**src/rtl/mdu_riscv.sv**
```systemverilog
// RV32M multiply/divide unit: 32-step shift-add multiply and restoring divide on magnitudes.
// Optional MDU_FAST_MUL_EN: single-cycle multiplies through a combinational multiplier.
module mdu_riscv #(
  parameter int unsigned XLEN = 32
) (
  input  logic            clk_i,
  input  logic            rst_i,
  input  logic            req_i,
  input  logic [2:0]      op_i,
  input  logic [XLEN-1:0] a_i,
  input  logic [XLEN-1:0] b_i,
  input  logic            kill_i,
  output logic            busy_o,
  output logic            valid_o,
  output logic [XLEN-1:0] result_o
);

  localparam int unsigned DW    = 2 * XLEN;
  localparam int unsigned CNT_W = $clog2(XLEN) + 1;

  typedef enum logic [1:0] {
    S_IDLE = 2'd0,
    S_BUSY = 2'd1,
    S_DONE = 2'd2
  } state_t;

  state_t            r_state, w_state_d;
  logic [2:0]        r_op, w_op_d;
  logic [DW-1:0]     r_acc, w_acc_d;
  logic [XLEN-1:0]   r_opd, w_opd_d;
  logic [CNT_W-1:0]  r_cnt, w_cnt_d;
  logic              r_neg, w_neg_d;
  logic              r_neg_a, w_neg_a_d;
  logic [XLEN-1:0]   r_result, w_result_d;
  logic              r_valid, w_valid_d;
  logic              r_busy, w_busy_d;

  // Operand decode at acceptance
  logic              w_is_div, w_a_sgn, w_b_sgn, w_a_neg, w_b_neg;
  logic              w_b_zero, w_ovf;
  logic [XLEN-1:0]   w_a_mag, w_b_mag, w_spec_res;

  always_comb begin
    w_is_div = op_i[2];
    w_a_sgn  = 1'b0;
    w_b_sgn  = 1'b0;
    case (op_i)
      3'd0, 3'd1, 3'd4, 3'd6: begin w_a_sgn = 1'b1; w_b_sgn = 1'b1; end
      3'd2:                   w_a_sgn = 1'b1;
      default:                ;
    endcase
    w_a_neg    = w_a_sgn & a_i[XLEN-1];
    w_b_neg    = w_b_sgn & b_i[XLEN-1];
    w_a_mag    = w_a_neg ? (~a_i + XLEN'(1)) : a_i;
    w_b_mag    = w_b_neg ? (~b_i + XLEN'(1)) : b_i;
    w_b_zero   = (b_i == '0);
    w_ovf      = w_a_sgn && (a_i == {1'b1, {(XLEN-1){1'b0}}}) && (b_i == '1);
    // Overflow quotient equals the dividend (most negative value)
    w_spec_res = w_b_zero ? (op_i[1] ? a_i : '1) : (op_i[1] ? '0 : a_i);
  end

  // One iteration of each algorithm, and final sign correction
  logic [XLEN:0]     w_mul_sum;
  logic [DW-1:0]     w_mul_step;
  logic [XLEN+1:0]   w_div_trial;
  logic [DW-1:0]     w_div_step;
  logic [DW-1:0]     w_prod;
  logic [XLEN-1:0]   w_quo, w_rem, w_final;

  always_comb begin
    w_mul_sum   = {1'b0, r_acc[DW-1:XLEN]} + (r_acc[0] ? {1'b0, r_opd} : '0);
    w_mul_step  = {w_mul_sum, r_acc[XLEN-1:1]};
    w_div_trial = {1'b0, r_acc[DW-1:XLEN-1]} - {2'b00, r_opd};
    w_div_step  = w_div_trial[XLEN+1] ? {r_acc[DW-2:0], 1'b0}
                                      : {w_div_trial[XLEN-1:0], r_acc[XLEN-2:0], 1'b1};
    w_prod      = r_neg ? (~r_acc + DW'(1)) : r_acc;
    w_quo       = r_neg ? (~r_acc[XLEN-1:0] + XLEN'(1)) : r_acc[XLEN-1:0];
    w_rem       = r_neg_a ? (~r_acc[DW-1:XLEN] + XLEN'(1)) : r_acc[DW-1:XLEN];
    case (r_op)
      3'd0:                   w_final = w_prod[XLEN-1:0];
      3'd1, 3'd2, 3'd3:       w_final = w_prod[DW-1:XLEN];
      3'd4, 3'd5:             w_final = w_quo;
      default:                w_final = w_rem;
    endcase
  end

`ifdef MDU_FAST_MUL_EN
  // Sign-extended operands; the low 64 bits of the product are the signed 33x33 result
  logic [DW-1:0]     w_fa, w_fb, w_fprod;
  logic [XLEN-1:0]   w_fast_res;

  always_comb begin
    w_fa       = {{XLEN{w_a_neg}}, a_i};
    w_fb       = {{XLEN{w_b_neg}}, b_i};
    w_fprod    = w_fa * w_fb;
    w_fast_res = (op_i == 3'd0) ? w_fprod[XLEN-1:0] : w_fprod[DW-1:XLEN];
  end
`endif

  // Next-state and register updates
  always_comb begin
    w_state_d  = r_state;
    w_op_d     = r_op;
    w_acc_d    = r_acc;
    w_opd_d    = r_opd;
    w_cnt_d    = r_cnt;
    w_neg_d    = r_neg;
    w_neg_a_d  = r_neg_a;
    w_result_d = r_result;
    w_valid_d  = 1'b0;

    case (r_state)
      S_IDLE: begin
        if (req_i && !kill_i) begin
          w_op_d    = op_i;
          w_cnt_d   = '0;
          w_opd_d   = w_is_div ? w_b_mag : w_a_mag;
          w_acc_d   = {{XLEN{1'b0}}, (w_is_div ? w_a_mag : w_b_mag)};
          w_neg_d   = w_a_neg ^ w_b_neg;
          w_neg_a_d = w_a_neg;
          w_state_d = S_BUSY;
          if (w_is_div && (w_b_zero || w_ovf)) begin
            w_state_d  = S_DONE;
            w_valid_d  = 1'b1;
            w_result_d = w_spec_res;
          end
`ifdef MDU_FAST_MUL_EN
          else if (!w_is_div) begin
            w_state_d  = S_DONE;
            w_valid_d  = 1'b1;
            w_result_d = w_fast_res;
          end
`endif
        end
      end
      S_BUSY: begin
        if (kill_i) begin
          w_state_d = S_IDLE;
        end else if (r_cnt == CNT_W'(XLEN)) begin
          w_state_d  = S_DONE;
          w_valid_d  = 1'b1;
          w_result_d = w_final;
        end else begin
          w_acc_d = r_op[2] ? w_div_step : w_mul_step;
          w_cnt_d = r_cnt + CNT_W'(1);
        end
      end
      S_DONE:  w_state_d = S_IDLE;
      default: w_state_d = S_IDLE;
    endcase

    w_busy_d = (w_state_d != S_IDLE);
  end

  always_ff @(posedge clk_i or posedge rst_i) begin
    if (rst_i) begin
      r_state  <= S_IDLE;
      r_op     <= '0;
      r_acc    <= '0;
      r_opd    <= '0;
      r_cnt    <= '0;
      r_neg    <= 1'b0;
      r_neg_a  <= 1'b0;
      r_result <= '0;
      r_valid  <= 1'b0;
      r_busy   <= 1'b0;
    end else begin
      r_state  <= w_state_d;
      r_op     <= w_op_d;
      r_acc    <= w_acc_d;
      r_opd    <= w_opd_d;
      r_cnt    <= w_cnt_d;
      r_neg    <= w_neg_d;
      r_neg_a  <= w_neg_a_d;
      r_result <= w_result_d;
      r_valid  <= w_valid_d;
      r_busy   <= w_busy_d;
    end
  end

  assign busy_o   = r_busy;
  assign valid_o  = r_valid;
  assign result_o = r_result;

endmodule
```
**config.mk**
```make
export PLATFORM = sky130hd
export DESIGN_NAME = mdu_riscv
export DESIGN_NICKNAME = d
export VERILOG_FILES = /design/src/rtl/mdu_riscv.sv
export SDC_FILE = /design/constraint.sdc
export NUM_CORES = 1
export LEC_CHECK = 0
export ABC_AREA = 0
export CORE_MARGIN = 2
export CORE_UTILIZATION = 40
export CTS_BUF_LIST = sky130_fd_sc_hd__clkbuf_2
export DETAILED_ROUTE_END_ITERATION = 10
export GPL_TIMING_DRIVEN = 0
export PLACE_DENSITY = 0.59
export REMOVE_ABC_BUFFERS = 1
export SETUP_SLACK_MARGIN = 0.15
export SYNTH_ARGS = -nofsm -noshare
export SYNTH_HDL_FRONTEND = slang
export SYNTH_SLANG_ARGS = --single-unit
export TNS_END_PERCENT = 1
```
**constraint.sdc**
```tcl
create_clock -name clk_i -period 6.55 [get_ports clk_i]
set_clock_uncertainty 0.05 [all_clocks]
set_input_delay 1.31 -clock clk_i [delete_from_list [all_inputs] [get_ports clk_i]]
set_output_delay 1.31 -clock clk_i [all_outputs]
set_load 0.05 [all_outputs]
```
### Met1 routing

The bar under the picture is 50 µm long. Supply wires on this layer in gray.
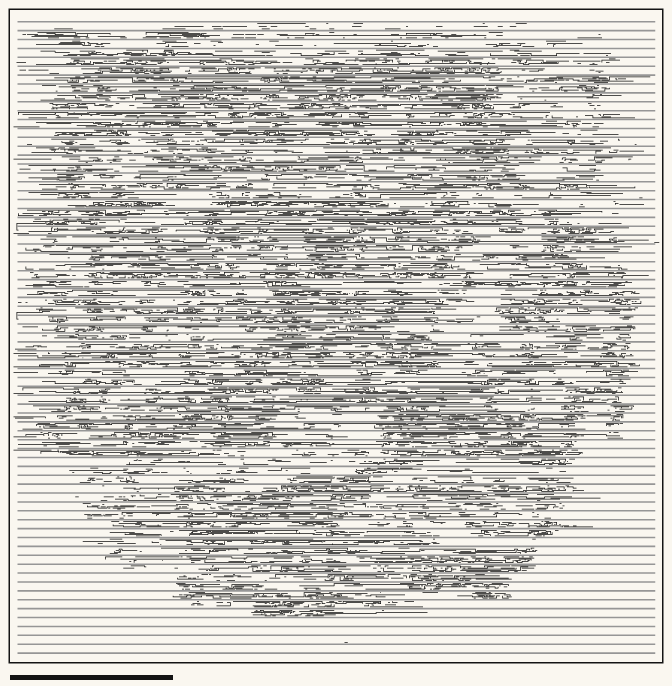
longest straight run: 89.7 µm
wire length on this layer: 24.9 mm
main direction: horizontal

### Met2 routing

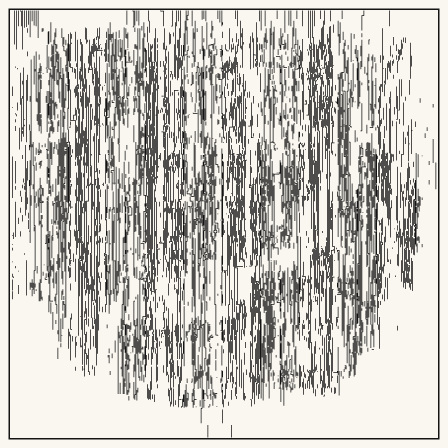
main direction: vertical
longest straight run: 86.4 µm
wire length on this layer: 25.3 mm
Vias: 15.6k
grt met2 use: 44.5%
DRT Wirelength: 56.7 mm

==> metrics.yaml <==
final_area_mm2: 0.0170
critPathLaunch: "a_i[6]"
drc: 0
fin_ws_ns: 1.04
top_area_share_pct: 23.4
min_from: "result_o[15]"
run_status: "complete, no violations"
port_buffers: 104
drtIter0Drc: 1553
layout-drive-gt1-share_pct: 5.00
hold_viol: 0
grt_pass1_vias: 14400
path_cells: "clkdlybuf4s50_1, or4_1, or4_1, nor3_1, nand2_1, nor2_1, nor2_1, o21a_2, buf_16, clkinv_1, o311ai_1, nand2_1"
clkTransAtPathRegs_ns: 0.24
die-area_mm2: 0.0398
cp-endpoint: "result_o[22]"
reg2regPathDepth: 13
ir_drop_mv: 0.161
clock_sinks: 143
area_leaders: "dfrtp_1 (23%), o21ai_0 (6.6%), ha_1 (5.8%), nand2_1 (5.8%), xnor2_1 (5.6%)"
finalSetupViolations: 0
finalMaxSlewViolations: 0
largest_register_ffs: 64
busiest_layer: "met2"
==> logic make-up (layout without fill, tap and decap cells) <==
kind of cell | Yosys count | after routing | share of synthesized area (%)
fa+ha+maj | 73 | 73 | 6.08
other cells | 0 | 2 | 0
mux | 88 | 88 | 5.86
simple gates | 662 | 662 | 20.3
flops | 143 | 143 | 23.4
compound gates | 669 | 669 | 27.9
buf+inv | 221 | 217 | 5.71
xor+xnor | 188 | 188 | 10.8
==> area by class of cell <==
class | instances | area share [%]
flip-flops and latches | 143 | 21.1
multi-input cells | 1680 | 64.3
diodes | 2 | 0.0295
clock inverters | 14 | 1.05
clock buffers | 18 | 0.531
well taps | 511 | 3.77
repair buffers | 120 | 7.73
inverters | 65 | 1.47
==> power by group <==
part           switching (W)  internal [W]  total, W  leakage (nW)
logic                0.00231       0.00156   0.00387          4.89
clock network       0.000407      0.000222  0.000629         0.154
registers           0.000449       0.00105   0.00150          1.85
==> cell usage in the layout, fill, tap and decap left out, types with 19 or more instances in the layout <==
cell,n
a211oi_1,23
nand2_1,234
or4_1,19
dfrtp_1,141
or3_1,27
xnor2_1,97
a21oi_1,146
a21o_1,30
xor2_1,91
ha_1,71
o21ai_0,201
clkdlybuf4s50_1,102
nor2_1,188
nand3_1,37
nor4_1,19
nand4_1,21
nor3_1,34
mux2i_1,76
inv_1,61
o211ai_1,22
o31ai_1,42
a31oi_1,25
==> worst register-to-register path, cell delays in order, from the launching register on <==
cell and delay [ns]:
dfrtp_1 0.45, inv_1 0.09, ha_1 0.14, and4b_1 0.49, nand2_1 0.17, nand2_4 0.66, nor2_4 0.31, buf_12 0.27
nand2_1 0.14, o21a_2 0.44, buf_16 0.23, clkinv_1 0.86, o311ai_1 0.52, nand2_1 0.10
No activity file was given, so power comes from the tool's default toggle rates.
